Fig. 1: run 1, wires at chosen ports, followed through buffers
Drawn at 4 px/um.
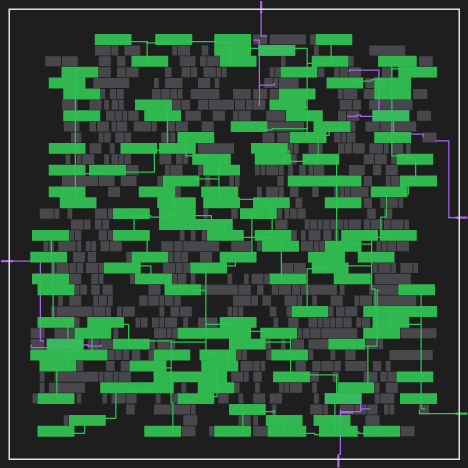
Fig. 2: run 1, the clock network
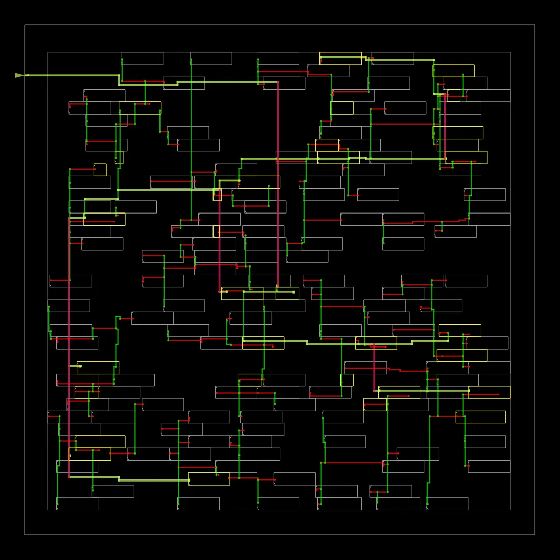
Fig. 3: run 1, wiring by layer
Drawn at 3 px/um.
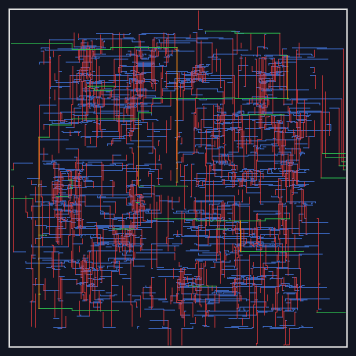
===== src/rtl/key_scan_pkg.sv =====
// Shared types and default timing for the key_scan pushbutton scanner.
// Auto-repeat is compiled in by defining KEY_SCAN_REPEAT_EN.
package key_scan_pkg;

   typedef enum logic [1:0] {
      IDLE       = 2'd0,
      PRESS_DB   = 2'd1,
      HELD       = 2'd2,
      RELEASE_DB = 2'd3
   } key_fsm_t;

   // Defaults assume a 50 MHz clock: 20 ms debounce, 500 ms first repeat, 100 ms repeat.
   localparam int DEF_DB_CYCLES  = 1000000;
   localparam int DEF_RPT_DELAY  = 25000000;
   localparam int DEF_RPT_PERIOD = 5000000;

   function automatic int cnt_width(input int a, input int b, input int c);
      int m;
      m = (a > b) ? a : b;
      m = (m > c) ? m : c;
      return $clog2(m + 1);
   endfunction

endpackage


===== src/rtl/key_scan_ch.sv =====
// One debounced pushbutton channel: synchronizer, press/release FSM, optional
// auto-repeat (KEY_SCAN_REPEAT_EN).
module key_scan_ch
   import key_scan_pkg::*;
#(
   parameter int DB_CYCLES  = DEF_DB_CYCLES,
   parameter int RPT_DELAY  = DEF_RPT_DELAY,
   parameter int RPT_PERIOD = DEF_RPT_PERIOD
)(
   input  logic clk,
   input  logic rst_n,
   input  logic key_n,
   output logic key_state,
   output logic key_press,
   output logic key_release
);

   localparam int CW = cnt_width(DB_CYCLES, RPT_DELAY, RPT_PERIOD);
   localparam logic [CW-1:0] DB_LAST = CW'(DB_CYCLES - 1);

   logic [1:0]    sync_r;
   logic          pressed_s;
   key_fsm_t      state_r;
   logic [CW-1:0] cnt_r;

`ifdef KEY_SCAN_REPEAT_EN
   localparam logic [CW-1:0] RPT_DELAY_LAST  = CW'(RPT_DELAY - 1);
   localparam logic [CW-1:0] RPT_PERIOD_LAST = CW'(RPT_PERIOD - 1);

   // Set once the first repeat has fired; later gaps use the shorter period.
   logic          rpt_armed_r;
   logic [CW-1:0] rpt_last_s;

   assign rpt_last_s = rpt_armed_r ? RPT_PERIOD_LAST : RPT_DELAY_LAST;
`endif

   // Two-flop synchronizer on the raw active-low input; resets to released.
   always_ff @(posedge clk or negedge rst_n) begin
      if (!rst_n) begin
         sync_r <= 2'b11;
      end else begin
         sync_r <= {sync_r[0], key_n};
      end
   end

   assign pressed_s = ~sync_r[1];

   // Debounce FSM with registered level and pulse outputs.
   always_ff @(posedge clk or negedge rst_n) begin
      if (!rst_n) begin
         state_r     <= IDLE;
         cnt_r       <= '0;
         key_state   <= 1'b0;
         key_press   <= 1'b0;
         key_release <= 1'b0;
`ifdef KEY_SCAN_REPEAT_EN
         rpt_armed_r <= 1'b0;
`endif
      end else begin
         key_press   <= 1'b0;
         key_release <= 1'b0;
         case (state_r)
            IDLE: begin
               cnt_r <= '0;
               if (pressed_s) begin
                  state_r <= PRESS_DB;
               end else begin
                  state_r <= IDLE;
               end
            end
            PRESS_DB: begin
               if (!pressed_s) begin
                  state_r <= IDLE;
                  cnt_r   <= '0;
               end else if (cnt_r >= DB_LAST) begin
                  state_r   <= HELD;
                  cnt_r     <= '0;
                  key_state <= 1'b1;
                  key_press <= 1'b1;
`ifdef KEY_SCAN_REPEAT_EN
                  rpt_armed_r <= 1'b0;
`endif
               end else begin
                  cnt_r <= cnt_r + CW'(1);
               end
            end
            HELD: begin
               if (!pressed_s) begin
                  state_r <= RELEASE_DB;
                  cnt_r   <= '0;
               end else begin
`ifdef KEY_SCAN_REPEAT_EN
                  if (cnt_r >= rpt_last_s) begin
                     cnt_r       <= '0;
                     key_press   <= 1'b1;
                     rpt_armed_r <= 1'b1;
                  end else begin
                     cnt_r <= cnt_r + CW'(1);
                  end
`else
                  cnt_r <= '0;
`endif
               end
            end
            RELEASE_DB: begin
               if (pressed_s) begin
                  // Release bounce: back to HELD silently, repeat timer restarts.
                  state_r <= HELD;
                  cnt_r   <= '0;
`ifdef KEY_SCAN_REPEAT_EN
                  rpt_armed_r <= 1'b0;
`endif
               end else if (cnt_r >= DB_LAST) begin
                  state_r     <= IDLE;
                  cnt_r       <= '0;
                  key_state   <= 1'b0;
                  key_release <= 1'b1;
               end else begin
                  cnt_r <= cnt_r + CW'(1);
               end
            end
            default: begin
               state_r   <= IDLE;
               cnt_r     <= '0;
               key_state <= 1'b0;
            end
         endcase
      end
   end

endmodule


===== src/rtl/key_scan.sv =====
// NKEY-wide debounced pushbutton scanner built from independent key_scan_ch
// channels; auto-repeat is enabled by defining KEY_SCAN_REPEAT_EN.
module key_scan
   import key_scan_pkg::*;
#(
   parameter int NKEY       = 4,
   parameter int DB_CYCLES  = DEF_DB_CYCLES,
   parameter int RPT_DELAY  = DEF_RPT_DELAY,
   parameter int RPT_PERIOD = DEF_RPT_PERIOD
)(
   input  logic            clk,
   input  logic            rst_n,
   input  logic [NKEY-1:0] key_n,
   output logic [NKEY-1:0] key_state,
   output logic [NKEY-1:0] key_press,
   output logic [NKEY-1:0] key_release
);

   for (genvar g = 0; g < NKEY; g++) begin : g_ch
      key_scan_ch #(
         .DB_CYCLES  (DB_CYCLES),
         .RPT_DELAY  (RPT_DELAY),
         .RPT_PERIOD (RPT_PERIOD)
      ) u_ch (
         .clk         (clk),
         .rst_n       (rst_n),
         .key_n       (key_n[g]),
         .key_state   (key_state[g]),
         .key_press   (key_press[g]),
         .key_release (key_release[g])
      );
   end

endmodule


===== config.mk =====
export PLATFORM = sky130hd
export DESIGN_NAME = key_scan
export DESIGN_NICKNAME = d
export VERILOG_FILES = /design/src/rtl/key_scan_pkg.sv /design/src/rtl/key_scan_ch.sv /design/src/rtl/key_scan.sv
export SDC_FILE = /design/constraint.sdc
export NUM_CORES = 1
export LEC_CHECK = 0
export CORE_MARGIN = 5
export CORE_UTILIZATION = 55
export DETAILED_ROUTE_END_ITERATION = 10
export MAX_ROUTING_LAYER = met4
export PLACE_DENSITY_LB_ADDON = 0.1
export SETUP_SLACK_MARGIN = 0.2
export SLEW_MARGIN = 10
export SYNTH_ARGS = -nofsm -noshare
export SYNTH_HDL_FRONTEND = slang
export SYNTH_SLANG_ARGS = --single-unit

===== constraint.sdc =====
create_clock -name clk -period 4.45 [get_ports clk]
set_input_delay 0.89 -clock clk [delete_from_list [all_inputs] [get_ports clk]]
set_output_delay 0.89 -clock clk [all_outputs]
set_load 0.05 [all_outputs]

==> impl_metrics.ini, run 1 <==
; generated from flow reports
[setup_path]
crit_path_end = key_state[2]
r2r_cells = 6
cp_max_fo = 3
cp_data_required_time_ns = 3.56
setup.worst_path.start_class = register
timing_worst_setup_path_type = reg -> out
endpoint_class_of_the_critical_path = primary output
startpoint = g_ch[2].u_ch.key_state
path_cells = clkdlybuf4s50_1
critical_path.top_delay_family = buffers and inverters
critical-path-slowest-cell = clkdlybuf4s50_1
critical_path_depth = 1
cpPeakStageDelay_ns = 0.83

[synthesis]
synth_top_flop_cell = dfrtp_1
synth-async-reset-ratio = 1.00
netlist_area_sq_um = 5730
yosys.stat.chipArea_sq_um = 5730
yosysUniqueCellTypes = 49
synth_area_per_cell_sq_um = 10.6
yosys_cells = 543
yosysSeqAreaShare = 0.560
edf_count = 0
yosys_warnings = 0
ys_ff = 128
ys_sh_mux = 0.00524

[timing]
achievable-frequency_mhz = 379
period_minus_slack_ns = 2.64
skew_ns = 0.00637
final_critical_path_setup_slack_ns = 1.81
number_of_slew_limit_violations_in_the_final_report = 0
tightest_slew_ns = 0.981

[drt]
remaining_drc_errors = 0
antenna_left = 0
detailedRoute.firstPassIterationCount = 4
via_per_inst = 5.18

[floorplanning]
floorplan.rows = 37
design.die.area_sq_um = 12600
floorplan.die.width_um = 112
die.size.y_um = 112
floorplan.core_util = 0.560
core_area_sq_um = 10200

[place]
hpwl_after_detailed_placement_mm = 6.32
pre_cts_ws_ns = 1.89

[finish]
syn_to_final_growth_pct = 15.8
final_common_cell = dfrtp_1
drive_above_1_share = 0.102
instances_no_fill = 724
layout.cells.most_common_list = dfrtp_1 (120), nor2_1 (105), xor2_1 (37)
finish.instance_area_sq_um = 6640
final.fill_count = 797

[global_routing]
grt-ovfl-total = 0
first_global_vias = 3793
largest_net_degree_at_the_start_of_global_routing = 81

[power]
power.share.clock = 0.463
top_power_group = clock
design_power_total_mw = 3.16
power_leakage_nw = 2.68
internal_power_mw = 2.37
power.sequential.total_mw = 1.32

[clocking]
post_cts_buffers = 0
clock_tree.htree_level_count = 4
max-clock-path-buffers = 2
tritoncts = yes

[min_path]
source_of_the_worst_hold_timing_path = g_ch[1].u_ch.sync_r[0]

[flow_run]
timing.max_cap.violations = 0

[status]
outcome = completed
-- Fig. 1 (at the start) --
purple -> `key_state`  # bits 4, direction output, edge 1 top, 1 left, 1 right, 1 bottom, end cells 4, wire 183 um
green -> `rst_n`  # bits 1, direction input, edge right, end cells 128, wire 851 um
I/O Pins: 18
# port buffers: 17

-- Fig. 2 (at the start) --
FFs & Latches: 128
clock network power consumption: 1.46 mW

-- Fig. 3 (at the start) --
red -> metal 2  # wire length 4630 um
green -> metal 3  # wire length 384 um
orange -> metal 4  # wire length 149 um
blue -> metal 1  # wire length 4480 um
DRT Wirelength: 9.64 mm
vias after detailed routing: 3750
Avg WL per Cell: 13.3 um
GR Util All Layers: 0.179

==> run 1: routing by layer <==
metal | track usage | vias to the layer above | part of all wire
met2 | 0.274 | 52 | 0.48
li1 | - | 1871 | -
met1 | 0.215 | 1815 | 0.46
met3 | 0.0706 | 12 | 0.040
met4 | 0.0697 | 0 | 0.015
met5 | - | - | 0
==> run 1: sequential cells by signal (all words and copies together), names as in the netlist, named ones only <==
signal                 count
g_ch.u_ch.key_press        4
g_ch.u_ch.sync_r           8
g_ch.u_ch.state_r          4
g_ch.u_ch.key_state        4
g_ch.u_ch.cnt_r          100
g_ch.u_ch.key_release      4
==> run 1: cells in the mapped netlist, types with 2 or more instances <==
cell type	n	area, sq um
dfrtp_1	120	3000
nor2_1	105	394
xor2_1	37	324
xnor2_1	35	307
nand2_1	29	109
nand3_1	24	120
nand4_1	24	150
nor3_1	19	95.1
inv_1	18	67.6
buf_4	12	90.1
and3_1	8	50.1
clkbuf_1	8	30.0
dfstp_2	8	210
nor2_4	8	90.1
a21oi_1	7	35.0
nor4_1	6	37.5
o21ai_0	6	30.0
and2_1	5	31.3
and4_1	5	43.8
or4_1	5	37.5
a31oi_1	4	25.0
ha_1	4	50.1
a211oi_1	3	22.5
mux2i_1	3	30.0
nor2b_1	3	18.8
o21ai_1	3	15.0
or2_2	3	18.8
a2111o_1	2	22.5
a211o_1	2	17.5
a21o_1	2	15.0
a2bb2oi_1	2	17.5
buf_2	2	10.0
nor2_2	2	12.5
nor3b_1	2	15.0
nor4_2	2	25.0
o41ai_1	2	17.5
==> run 1: layout make-up <==
cell class	count	area, sq um	area share
clock buffer	23	487	0.0733
clock inverter	9	153	0.0230
inverter	18	67.6	0.0102
multi-input combinational	392	2360	0.356
sequential	128	3210	0.484
tap	136	170	0.0256
timing repair buffer	18	188	0.0283
Fig. 4: run 1, register map, names as in the netlist
Drawn at 2 px/um.
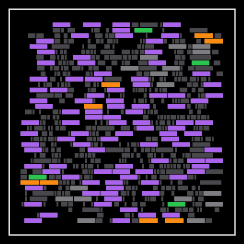

## Run 2: what changed since run 1
==> constraint.sdc (replaced) <==
create_clock -name clk -period 2.5 [get_ports clk]
set_input_delay 0.5 -clock clk [delete_from_list [all_inputs] [get_ports clk]]
set_output_delay 0.5 -clock clk [all_outputs]
set_load 0.05 [all_outputs]
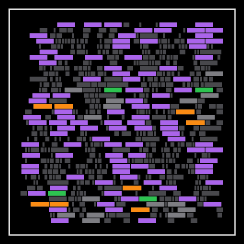
Fig. 5. Register map, names as in the netlist (run 2).
Drawn at 2 px/um.
green -> `g_ch.u_ch.key_state`  # sequential cells 4
orange -> `g_ch.u_ch.sync_r`  # sequential cells 8
purple -> `g_ch.u_ch.cnt_r`  # sequential cells 100, where all over the die
final design utilization: 0.657
register fraction of the total cell area: 0.478
register cell area after layout: 3210 sq um
flip-flop and latch power: 2.34 mW

==> impl_metrics.ini, run 2 <==
; generated from flow reports
[finish]
instances_no_fill = 733
syn_to_final_growth_pct = 17.2
finish.instance_area_sq_um = 6720
layout.cells.most_common_list = dfrtp_1 (119), nor2_1 (105), xor2_1 (37)
largest-register = g_ch.u_ch.cnt_r
biggestRegsByFlops = g_ch.u_ch.cnt_r (100), g_ch.u_ch.sync_r (8)
number_of_flip_flops_under_the_largest_register_name = 100

[floorplanning]
ioPinCount = 18
floorplan.die.width_um = 112
die.size.y_um = 112
floorplan.rows = 37
floorplan.core_util = 0.560

[global_routing]
first_global_vias = 3766

[clocking]
tritoncts = yes
clock_tree.htree_level_count = 4

[setup_path]
critical-path-slowest-cell = clkdlybuf4s50_1
critical_path.top_delay_family = buffers and inverters
critical_path_depth = 1
r2r_cells = 7
path_cells = clkdlybuf4s50_1
cpPeakStageDelay_ns = 0.82

[status]
outcome = completed

[synthesis]
top_cell = dfrtp_1
yosysUniqueCellTypes = 49
edf_count = 0
top_cell_area_share = 0.524
synth.top_cells.by_area = dfrtp_1 (52%), nor2_1 (6.9%), xor2_1 (5.7%), xnor2_1 (5.3%), dfstp_2 (3.7%)
yosys_cells = 543
netlist_area_sq_um = 5730

[timing]
skew_ns = 0.00951
tightest_slew_ns = 0.718
final_critical_path_setup_slack_ns = 0.261
achievable-frequency_mhz = 447

[power]
power.share.clock = 0.459

[drt]
remaining_drc_errors = 0
detailedRoute.firstPassIterationCount = 4
postRouteWirelength_mm = 9.61
avgRoutedWirePerCell_um = 13.1

[place]
pre_cts_ws_ns = 0.198
hpwl_after_detailed_placement_mm = 6.29
## run 2: cell counts after synthesis
Identical to the previous run, type by type.
## run 2: logic make-up (layout without fill, tap and decap cells)
logic type / Yosys count / in the layout / synth area share
AND-OR/OR-AND: 38 / 38 / 0.0473
XOR/XNOR: 72 / 72 / 0.110
adder cells (fa/ha/maj): 4 / 4 / 0.00873
buffers and inverters: 42 / 77 / 0.0399
flip-flops: 128 / 128 / 0.560
multiplexers: 3 / 3 / 0.00524
other: 1 / 20 / 0.000654
AND/OR/NAND/NOR: 255 / 255 / 0.228
## run 2: path summary, 6_finish.rpt
path	startpoint	to	slack [ns]
max	g_ch[2].u_ch.key_state	key_state[2]	0.26
min	g_ch[1].u_ch.sync_r[0]	g_ch[1].u_ch.sync_r[1]	0.35
max reg2reg	g_ch[0].u_ch.cnt_r[0]	g_ch[0].u_ch.key_state	0.30
min reg2reg	g_ch[1].u_ch.sync_r[0]	g_ch[1].u_ch.sync_r[1]	0.35
max in group asynchronous	rst_n	g_ch[2].u_ch.sync_r[1]	1.39
min in group asynchronous	rst_n	g_ch[3].u_ch.cnt_r[19]	0.46
## run 2: area by class of cell
type,instances,share of cell area
tap,136,0.0253
inverter,18,0.0101
clock buffer,19,0.0657
timing repair buffer,27,0.0404
sequential,128,0.478
multi-input combinational,392,0.353
clock inverter,13,0.0276
## run 2: routing by layer
layer	track usage	vias to the layer above	wire, um
li1	-	1900	-
met1	0.227	1823	4480
met5	-	-	0
met4	0.0729	0	163
met2	0.258	64	4560
met3	0.0588	14	407
## run 2: repair_timing
action	CTS	global route
setup endpoints to repair	4	22
hold buffers	1	0
pin swaps	1	0
gates resized	1	4
endpoints found under the hold margin	30	0
buffers inserted	2	0
Power and IR drop assume default switching activity.
